**Run 1: cell outlines without signal wires**

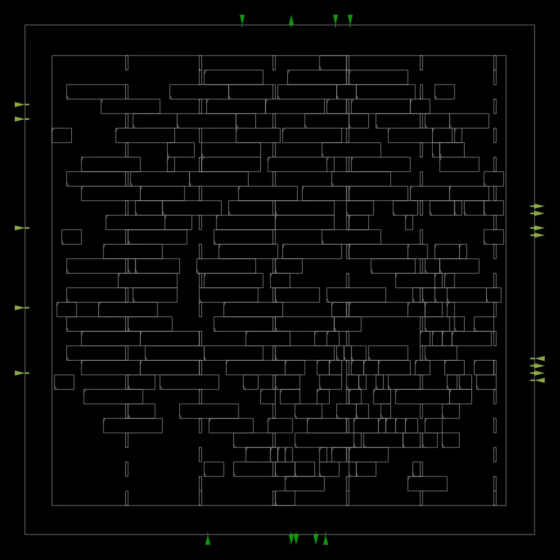
**Run 1: cell density map**

The die is cut into 10 by 10 equal tiles; white is low, dark blue is high, 0 to 100% covered.
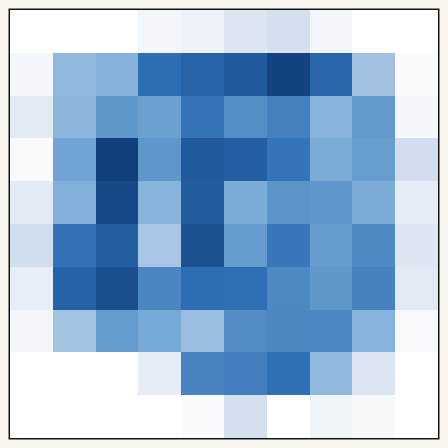
**Run 1: zoomed window**

Window x 62 to 82, y 62 to 82 um. Cells in gray, sequential cells in the stronger gray; small squares are vias.
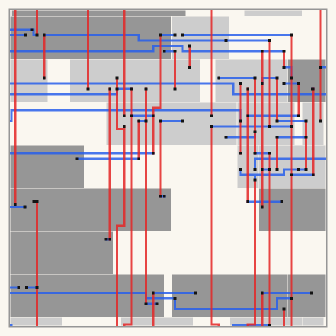
**Run 1: I/O pins on the die edge**

Scale bar: 20 um. Pins as bars across the die edge, other pins in gray.
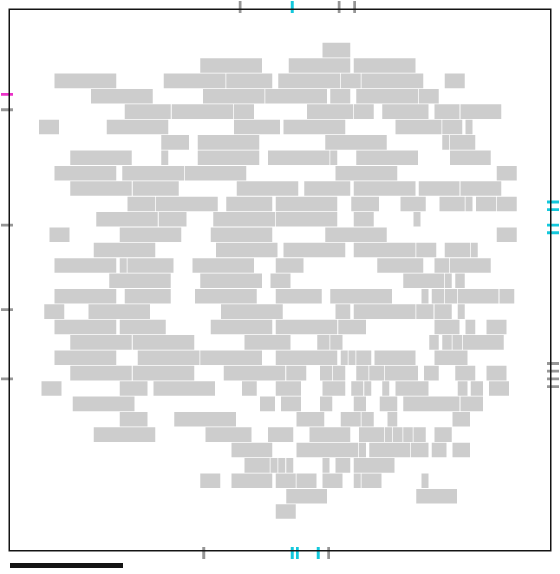
## config.mk

```make
export PLATFORM = sky130hd
export DESIGN_NAME = synchronous_fifo
export DESIGN_NICKNAME = d
export VERILOG_FILES = /design/src/rtl/synchronous_fifo.sv
export SDC_FILE = /design/constraint.sdc
export NUM_CORES = 1
export LEC_CHECK = 0
export CAP_MARGIN = 20
export CORE_MARGIN = 5
export CORE_UTILIZATION = 45
export DETAILED_ROUTE_END_ITERATION = 12
export PLACE_DENSITY_LB_ADDON = 0.2
export SYNTH_ARGS = -nofsm -noshare
export SYNTH_HDL_FRONTEND = slang
export SYNTH_SLANG_ARGS = --single-unit
```

## constraint.sdc

```tcl
create_clock -name clk -period 3.4 [get_ports clk]
set_input_delay 0.34 -clock clk [delete_from_list [all_inputs] [get_ports clk]]
set_output_delay 0.34 -clock clk [all_outputs]
set_load 0.02 [all_outputs]
```

## src/rtl/synchronous_fifo.sv

```systemverilog
// Single-clock FIFO with a registered read port and pointer-based flags.
// Pointers carry one extra wrap bit so full and empty can be told apart
// when the address bits coincide.
module synchronous_fifo #(
  parameter int DEPTH      = 8,
  parameter int DATA_WIDTH = 8
) (
  input  logic                  clk,
  input  logic                  rst_n,
  input  logic                  w_en,
  input  logic                  r_en,
  input  logic [DATA_WIDTH-1:0] data_in,
  output logic [DATA_WIDTH-1:0] data_out,
  output logic                  full,
  output logic                  empty
);
  localparam int ADDR_W = $clog2(DEPTH);
  localparam int PTR_W  = ADDR_W + 1;

  // rst_n keeps its historical name but is an active-high reset.
  logic                  rst;
  logic [PTR_W-1:0]      wr_ptr;
  logic [PTR_W-1:0]      rd_ptr;
  logic [DATA_WIDTH-1:0] mem [DEPTH];
  logic                  wr_accept;
  logic                  rd_accept;

  assign rst = rst_n;

  // Flags come straight from the registered pointers.
  assign empty = (wr_ptr == rd_ptr);
  assign full  = (wr_ptr[ADDR_W-1:0] == rd_ptr[ADDR_W-1:0]) &&
                 (wr_ptr[ADDR_W] != rd_ptr[ADDR_W]);

  // Each request is judged on its own against the pre-edge flags.
  assign wr_accept = w_en && !full;
  assign rd_accept = r_en && !empty;

  // Storage array: no reset, stale words are unreachable once pointers clear.
  always_ff @(posedge clk) begin
    if (wr_accept && !rst) begin
      mem[wr_ptr[ADDR_W-1:0]] <= data_in;
    end
  end

  // Pointer advance and registered read data; reset wins over requests.
  always_ff @(posedge clk) begin
    if (rst) begin
      wr_ptr   <= '0;
      rd_ptr   <= '0;
      data_out <= '0;
    end else begin
      if (wr_accept) begin
        wr_ptr <= wr_ptr + PTR_W'(1);
      end
      if (rd_accept) begin
        data_out <= mem[rd_ptr[ADDR_W-1:0]];
        rd_ptr   <= rd_ptr + PTR_W'(1);
      end
    end
  end
endmodule

```

==> flow_summary.html, run 1 <==
<h2>Synthesis and place &amp; route</h2>
<table>
<tr><th>Metric</th><th>Value</th></tr>
<tr><th colspan="2">Pwr</th></tr>
<tr><td>Internal portion of total power</td><td>1.72 mW</td></tr>
<tr><td>Sw Share</td><td>0.245</td></tr>
<tr><td>Overall power after layout</td><td>2.28 mW</td></tr>
<tr><td>Power in the clock group</td><td>0.755 mW</td></tr>
<tr><td>Seq pwr</td><td>1.12 mW</td></tr>
<tr><td>Total power per unit cell area</td><td>599 nW/um^2</td></tr>
<tr><td>Peak supply drop</td><td>0.278 mV</td></tr>
<tr><td>Relative contribution of the clock network to total power</td><td>0.331</td></tr>
<tr><th colspan="2">Clock tree</th></tr>
<tr><td>Num Clock Sinks</td><td>80</td></tr>
<tr><td>Buffer count from post-CTS setup fixing</td><td>0</td></tr>
<tr><td>Buffers from clock root to sink, at most</td><td>2</td></tr>
<tr><td>TritonCTS clock tree</td><td>built</td></tr>
<tr><td>Clock transition time at the flip-flop clock pins of the worst setup and hold paths</td><td>80 ps</td></tr>
<tr><td>Post-cts resize count</td><td>0</td></tr>
<tr><td>Clock latency at the later pin of the worst-skew pair</td><td>340 ps</td></tr>
<tr><td>Number of buffers inserted for hold repair after clock tree synthesis</td><td>0</td></tr>
<tr><th colspan="2">Timing</th></tr>
<tr><td>Post-layout minimum cycle time</td><td>2590 ps</td></tr>
<tr><td>Final worst slack</td><td>806 ps</td></tr>
<tr><td>Final hold violation count</td><td>0</td></tr>
<tr><td>Max Clk Rate</td><td>385 MHz</td></tr>
<tr><td>Part of the cycle the worst path needs</td><td>0.763</td></tr>
<tr><td>Final setup TNS</td><td>0 ps</td></tr>
<tr><td>Max-slew headroom</td><td>0.346</td></tr>
<tr><td>Hold Slack</td><td>536 ps</td></tr>
<tr><td>Final Max Tran Viols</td><td>0</td></tr>
<tr><th colspan="2">Synthesis</th></tr>
<tr><td>Main logic family</td><td>multiplexers</td></tr>
<tr><td>Post-synthesis adder-cell area fraction</td><td>0.00761</td></tr>
<tr><td>Most frequent cells after synthesis</td><td>sky130_fd_sc_hd__edfxtp_1 (64), sky130_fd_sc_hd__dfxtp_1 (16), sky130_fd_sc_hd__mux4_2 (16)</td></tr>
<tr><td>Synthesized netlist cell count</td><td>183</td></tr>
<tr><td>Simple logic cell fraction of the synthesized area</td><td>0.0548</td></tr>
<tr><td>Synthesized area per cell</td><td>18.0 um^2</td></tr>
<tr><td>Share of async-settable or async-resettable flops after synthesis</td><td>0</td></tr>
<tr><td>Most area-hungry cell type in the Yosys netlist</td><td>sky130_fd_sc_hd__edfxtp_1</td></tr>
<tr><td>Count of library flops with an enable pin</td><td>64</td></tr>
<tr><td>Yosys cell count</td><td>183</td></tr>
<tr><td>Compound-cell area share of the yosys netlist</td><td>0.0544</td></tr>
<tr><td>Synth warnings</td><td>0</td></tr>
<tr><td>Yosys chip area</td><td>3290 um^2</td></tr>
<tr><td>Post-synthesis cell type with the largest instance count</td><td>sky130_fd_sc_hd__edfxtp_1</td></tr>
<tr><td>Flops after synth</td><td>80</td></tr>
<tr><th colspan="2">Worst setup path</th></tr>
<tr><td>Crit path max fanout</td><td>20</td></tr>
<tr><td>Capture point of the worst path</td><td>full</td></tr>
<tr><td>Number of cells on the worst reg-to-reg path</td><td>6</td></tr>
<tr><td>FF-to-FF Start</td><td>rd_ptr[2]</td></tr>
<tr><td>Worst r2r dst</td><td>mem[3][0]</td></tr>
<tr><td>Launching element type of the critical path</td><td>flop</td></tr>
<tr><td>Kind of cell with the highest combined delay on the critical path</td><td>buffers and inverters</td></tr>
<tr><td>CP Launch Point</td><td>rd_ptr[2]</td></tr>
<tr><td>Kind of critical path</td><td>flop to primary output</td></tr>
<tr><td>Slowest library cell on the worst path</td><td>sky130_fd_sc_hd__clkdlybuf4s50_1</td></tr>
<tr><td>Data required time at the worst endpoint</td><td>3060 ps</td></tr>
<tr><th colspan="2">Placed design</th></tr>
<tr><td>Count of input and output buffers</td><td>21</td></tr>
<tr><td>Worst slack at placement</td><td>1040 ps</td></tr>
<tr><td>Total placed instance area</td><td>3590 um^2</td></tr>
<tr><th colspan="2">Routing</th></tr>
<tr><td>Number of iterations in the first detailed-routing pass</td><td>4</td></tr>
<tr><td>Number of design rule violations left after detail routing</td><td>0</td></tr>
<tr><td>Average vias per placed instance</td><td>5.22</td></tr>
<tr><th colspan="2">Layout</th></tr>
<tr><td>Comb gate area</td><td>940 um^2</td></tr>
<tr><td>Antenna Cells</td><td>0</td></tr>
<tr><td>Non-clock buffers</td><td>30</td></tr>
<tr><td>Multi-input gates</td><td>89</td></tr>
<tr><td>Dominant class by area</td><td>registers</td></tr>
<tr><td>Most common library cell in the layout ignoring fill and taps</td><td>sky130_fd_sc_hd__edfxtp_1</td></tr>
<tr><td>Layout overhead on the synthesized area</td><td>15.7%</td></tr>
<tr><td>Number of nets at the end of the flow</td><td>226</td></tr>
<tr><td>Final core utilization</td><td>0.531</td></tr>
<tr><td>CLK BUF</td><td>13</td></tr>
<tr><td>Area taken by flip-flops and latches</td><td>2240 um^2</td></tr>
<tr><td>Commonest non-fill, non-tap cells in the layout</td><td>sky130_fd_sc_hd__edfxtp_1 (64), sky130_fd_sc_hd__clkdlybuf4s50_1 (21), sky130_fd_sc_hd__mux4_2 (16), sky130_fd_sc_hd__dfxtp_1 (16), sky130_fd_sc_hd__nor2_1 (15)</td></tr>
<tr><th colspan="2">Outcome</th></tr>
<tr><td>Status</td><td>complete, no violations</td></tr>
<tr><th colspan="2">Die</th></tr>
<tr><td>Tap cells</td><td>99</td></tr>
<tr><td>Total die size</td><td>9120 um^2</td></tr>
<tr><td>IO Pins</td><td>22</td></tr>
<tr><th colspan="2">GRT</th></tr>
<tr><td>First-pass GRT wire length</td><td>9.57 mm</td></tr>
<tr><th colspan="2">Worst hold path</th></tr>
<tr><td>Cell count of the worst hold path</td><td>2</td></tr>
<tr><td>Class of the worst hold path</td><td>flop to flop</td></tr>
<tr><th colspan="2">Job</th></tr>
<tr><td>Stage-log warning count</td><td>26</td></tr>
</table>
-- 'cell outlines without signal wires' (at the start) --
Flops: 80
number of fill cells: 578
number of rows created at floorplan: 31
Core Area: 7180 um^2
register fraction of the total cell area: 0.589

-- 'cell density map' (at the start) --
tiles over 75% full: 15%
fullest tile: 94%
mean over tiles: 40%
nearly empty tiles: 15%
densest ninth of the die: center

-- 'zoomed window' (at the start) --
| color | layer |
|---|---|
| blue | met1 |
| red | met2 |
most frequent: edfxtp_1 (4), mux2i_1 (3)
cells with their middle in the window: 15
sequential cells in the window: 6
netlist names of flops here include: mem (4), data_out (2)

-- 'I/O pins on the die edge' (at the start) --
| color | port | pins | direction | edge |
|---|---|---|---|---|
| magenta | clk | 1 | input | left |
| cyan | data_out | 8 | output | 4 right, 3 bottom, 1 top |
all pins by edge: 8 right, 5 left, 5 bottom, 4 top

run 1: kinds of logic (layout without fill, tap and decap cells):
kind of cell             Yosys count  after routing
multiplexers                      26             26
XOR/XNOR                           7              7
adder cells (fa/ha/maj)            2              2
buffers and inverters             14             48
AND/OR/NAND/NOR                   36             36
flip-flops                        80             80
AND-OR/OR-AND                     18             18
run 1: sequential cells by signal, summed over array words and instances, names as in the netlist:
register  flops
mem          64
data_out      8
rd_ptr        4
wr_ptr        4
run 1: per-layer routing:
metal / global-route usage / vias to the layer above / routed length [um]
met5: 0 / - / 0
met4: 0.0616 / 0 / 116
met3: 0.0442 / 12 / 227
met2: 0.227 / 32 / 2930
met1: 0.199 / 836 / 2670
li1: - / 770 / -
==> run 2, diff against run 1 <==
==> constraint.sdc (replaced) <==
create_clock -name clk -period 2.1 [get_ports clk]
set_input_delay 0.21 -clock clk [delete_from_list [all_inputs] [get_ports clk]]
set_output_delay 0.21 -clock clk [all_outputs]
set_load 0.02 [all_outputs]
**Run 2: zoomed window**

Window x 62 to 82, y 62 to 82 um. Cells in gray, sequential cells in the stronger gray; small squares are vias.
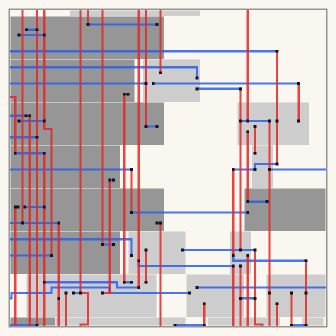
| color | layer |
|---|---|
| red | met2 |
| blue | met1 |
sequential cells in the window: 7
netlist names of flops here include: mem (6), data_out (1)
most frequent: edfxtp_1 (6), mux2i_1 (3)
cells with their middle in the window: 15

==> run 2 against run 1 <==
Against the previous run: via count grew 0.97%; final cell count rose by 2.2%; die area is the same; critical path type unchanged; critical endpoint is now empty; largest power group unchanged.
==> flow_summary.html, run 2 <==
<h2>Synthesis and place &amp; route</h2>
<table>
<tr><th>Metric</th><th>Value</th></tr>
<tr><th colspan="2">Outcome</th></tr>
<tr><td>Status</td><td>complete, no violations (unchanged)</td></tr>
<tr><th colspan="2">Job</th></tr>
<tr><td>Max cap viols</td><td>0 (unchanged)</td></tr>
<tr><td>Stage-log warning count</td><td>27 (was 26)</td></tr>
<tr><th colspan="2">Layout</th></tr>
<tr><td>Area taken by flip-flops and latches</td><td>2240 um^2 (unchanged)</td></tr>
<tr><td>Number of fill cells</td><td>587 (was 578)</td></tr>
<tr><td>Number of nets at the end of the flow</td><td>233 (was 226)</td></tr>
<tr><td>Flip-flop count of the largest register, all copies and words added</td><td>64 (unchanged)</td></tr>
<tr><td>Commonest non-fill, non-tap cells in the layout</td><td>sky130_fd_sc_hd__edfxtp_1 (64), sky130_fd_sc_hd__clkdlybuf4s50_1 (19), sky130_fd_sc_hd__mux4_2 (16), sky130_fd_sc_hd__dfxtp_1 (16), sky130_fd_sc_hd__nor2_1 (15) (was sky130_fd_sc_hd__edfxtp_1 (64), sky130_fd_sc_hd__clkdlybuf4s50_1 (21), sky130_fd_sc_hd__mux4_2 (16), sky130_fd_sc_hd__dfxtp_1 (16), sky130_fd_sc_hd__nor2_1 (15))</td></tr>
<tr><td>Layout overhead on the synthesized area</td><td>16.8% (was 15.7%)</td></tr>
<tr><td>Comb gate area</td><td>940 um^2 (unchanged)</td></tr>
<tr><td>Antenna Cells</td><td>0 (unchanged)</td></tr>
<tr><td>Most common library cell in the layout ignoring fill and taps</td><td>sky130_fd_sc_hd__edfxtp_1 (unchanged)</td></tr>
<tr><th colspan="2">Pwr</th></tr>
<tr><td>Sw Share</td><td>0.266 (was 0.245)</td></tr>
<tr><td>Total power per unit cell area</td><td>896 nW/um^2 (was 599 nW/um^2)</td></tr>
<tr><td>Power in the clock group</td><td>0.959 mW (was 0.755 mW)</td></tr>
<tr><td>Internal portion of total power</td><td>2.53 mW (was 1.72 mW)</td></tr>
<tr><td>Seq pwr</td><td>1.82 mW (was 1.12 mW)</td></tr>
<tr><td>Peak supply drop</td><td>0.415 mV (was 0.278 mV)</td></tr>
<tr><td>Overall power after layout</td><td>3.44 mW (was 2.28 mW)</td></tr>
<tr><th colspan="2">GRT</th></tr>
<tr><td>Most crowded layer after global routing</td><td>met2 (unchanged)</td></tr>
<tr><td>Fraction of met1 tracks used by global routing</td><td>0.190 (was 0.199)</td></tr>
<tr><td>First-pass GRT wire length</td><td>9.20 mm (was 9.57 mm)</td></tr>
<tr><td>Grt met2 use</td><td>0.230 (was 0.227)</td></tr>
<tr><th colspan="2">Timing</th></tr>
<tr><td>Max-slew headroom</td><td>0.633 (was 0.346)</td></tr>
<tr><td>Hold Slack</td><td>534 ps (was 536 ps)</td></tr>
<tr><td>Final Max Tran Viols</td><td>0 (unchanged)</td></tr>
<tr><td>Final worst slack</td><td>150 ps (was 806 ps)</td></tr>
<tr><td>Part of the cycle the worst path needs</td><td>0.929</td></tr>
<tr><td>Final hold violation count</td><td>0 (unchanged)</td></tr>
<tr><th colspan="2">Worst setup path</th></tr>
<tr><td>Kind of cell with the highest combined delay on the critical path</td><td>simple AND/OR/NAND/NOR gates (was buffers and inverters)</td></tr>
<tr><td>FF-to-FF Start</td><td>rd_ptr[0] (was rd_ptr[2])</td></tr>
<tr><td>Capture point of the worst path</td><td>empty (was full)</td></tr>
<tr><td>Slowest library cell on the worst path</td><td>sky130_fd_sc_hd__dfxtp_1 (was sky130_fd_sc_hd__clkdlybuf4s50_1)</td></tr>
<tr><td>Data required time at the worst endpoint</td><td>1890 ps (was 3060 ps)</td></tr>
<tr><td>Worst r2r dst</td><td>mem[5][0] (was mem[3][0])</td></tr>
<tr><td>CP Launch Point</td><td>rd_ptr[2] (unchanged)</td></tr>
<tr><td>Worst R2R Setup Slack</td><td>250 ps (was 1050 ps)</td></tr>
<tr><td>Kind of critical path</td><td>flop to primary output (unchanged)</td></tr>
<tr><td>Crit path max fanout</td><td>4 (was 20)</td></tr>
<tr><th colspan="2">Synthesis</th></tr>
<tr><td>Synth warnings</td><td>0 (unchanged)</td></tr>
<tr><td>Share of async-settable or async-resettable flops after synthesis</td><td>0 (unchanged)</td></tr>
<tr><td>Yosys cell count</td><td>183 (unchanged)</td></tr>
<tr><td>Flops after synth</td><td>80 (unchanged)</td></tr>
<tr><td>Count of library flops with an enable pin</td><td>64 (unchanged)</td></tr>
<tr><td>Post-synthesis cell type with the largest instance count</td><td>sky130_fd_sc_hd__edfxtp_1 (unchanged)</td></tr>
<tr><td>Synthesized netlist cell count</td><td>183 (unchanged)</td></tr>
<tr><td>Most area-hungry cell type in the Yosys netlist</td><td>sky130_fd_sc_hd__edfxtp_1 (unchanged)</td></tr>
<tr><th colspan="2">Routing</th></tr>
<tr><td>Post-detailed-route count of antenna-violating nets</td><td>0 (unchanged)</td></tr>
<tr><td>Number of iterations in the first detailed-routing pass</td><td>4 (unchanged)</td></tr>
<tr><td>Number of design rule violations left after detail routing</td><td>0 (unchanged)</td></tr>
<tr><td>Top layer reached by signal wires</td><td>met4 (unchanged)</td></tr>
<tr><td>Met2 wire length</td><td>2.86 mm (was 2.93 mm)</td></tr>
<tr><td>Met3 wire length</td><td>217 um (was 227 um)</td></tr>
<tr><td>WL met1</td><td>2.65 mm (was 2.67 mm)</td></tr>
<tr><td>Average vias per placed instance</td><td>5.16 (was 5.22)</td></tr>
<tr><th colspan="2">Worst hold path</th></tr>
<tr><td>Class of the worst hold path</td><td>flop to flop (unchanged)</td></tr>
<tr><td>Cell count of the worst hold path</td><td>2 (unchanged)</td></tr>
<tr><th colspan="2">Clock tree</th></tr>
<tr><td>TritonCTS clock tree</td><td>built (unchanged)</td></tr>
<tr><td>Buffer count from post-CTS setup fixing</td><td>0 (unchanged)</td></tr>
<tr><td>Number of buffers inserted for hold repair after clock tree synthesis</td><td>0 (unchanged)</td></tr>
<tr><td>Num Clock Sinks</td><td>80 (unchanged)</td></tr>
<tr><td>Clock latency at the later pin of the worst-skew pair</td><td>340 ps (about the same)</td></tr>
<tr><td>Buffers from clock root to sink, at most</td><td>2 (unchanged)</td></tr>
<tr><th colspan="2">Die</th></tr>
<tr><td>Number of rows created at floorplan</td><td>31 (unchanged)</td></tr>
<tr><td>Core Area</td><td>7180 um^2 (unchanged)</td></tr>
<tr><th colspan="2">Placed design</th></tr>
<tr><td>Worst slack at placement</td><td>226 ps (was 1040 ps)</td></tr>
</table>
**Run 2: cell outlines without signal wires**

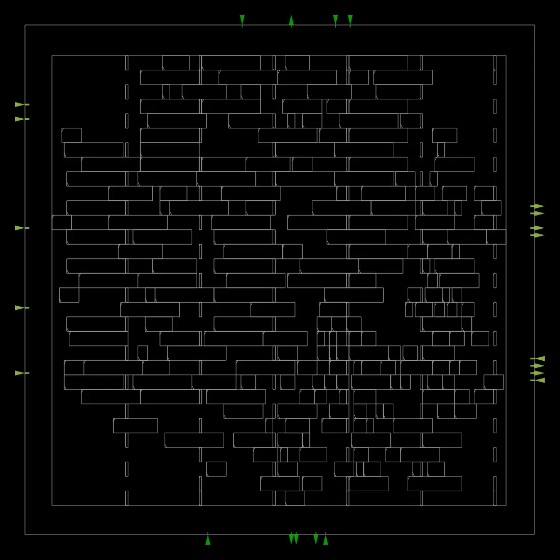
final core utilization: 0.535
number of cells in the finished layout apart from fillers: 323

run 2: cell counts after synthesis:
No cell type changed its count.
run 2: cell type report:
type / count / share of cell area
sequential: 80 / 0.584
clock buffer: 10 / 0.0332
inverter: 2 / 0.00195
tap: 99 / 0.0322
multi-input combinational: 89 / 0.245
timing repair buffer: 37 / 0.0951
clock inverter: 6 / 0.00944
run 2: logic make-up (layout without fill, tap and decap cells):
| group | count (synthesis) | after routing | synth area share |
|---|---|---|---|
| AND-OR/OR-AND | 18 | 18 | 0.0544 |
| XOR/XNOR | 7 | 7 | 0.0289 |
| adder cells (fa/ha/maj) | 2 | 2 | 0.00761 |
| buffers and inverters | 14 | 55 | 0.0327 |
| flip-flops | 80 | 80 | 0.682 |
| multiplexers | 26 | 26 | 0.140 |
| AND/OR/NAND/NOR | 36 | 36 | 0.0548 |
Power is estimated from default activity; no workload was simulated.
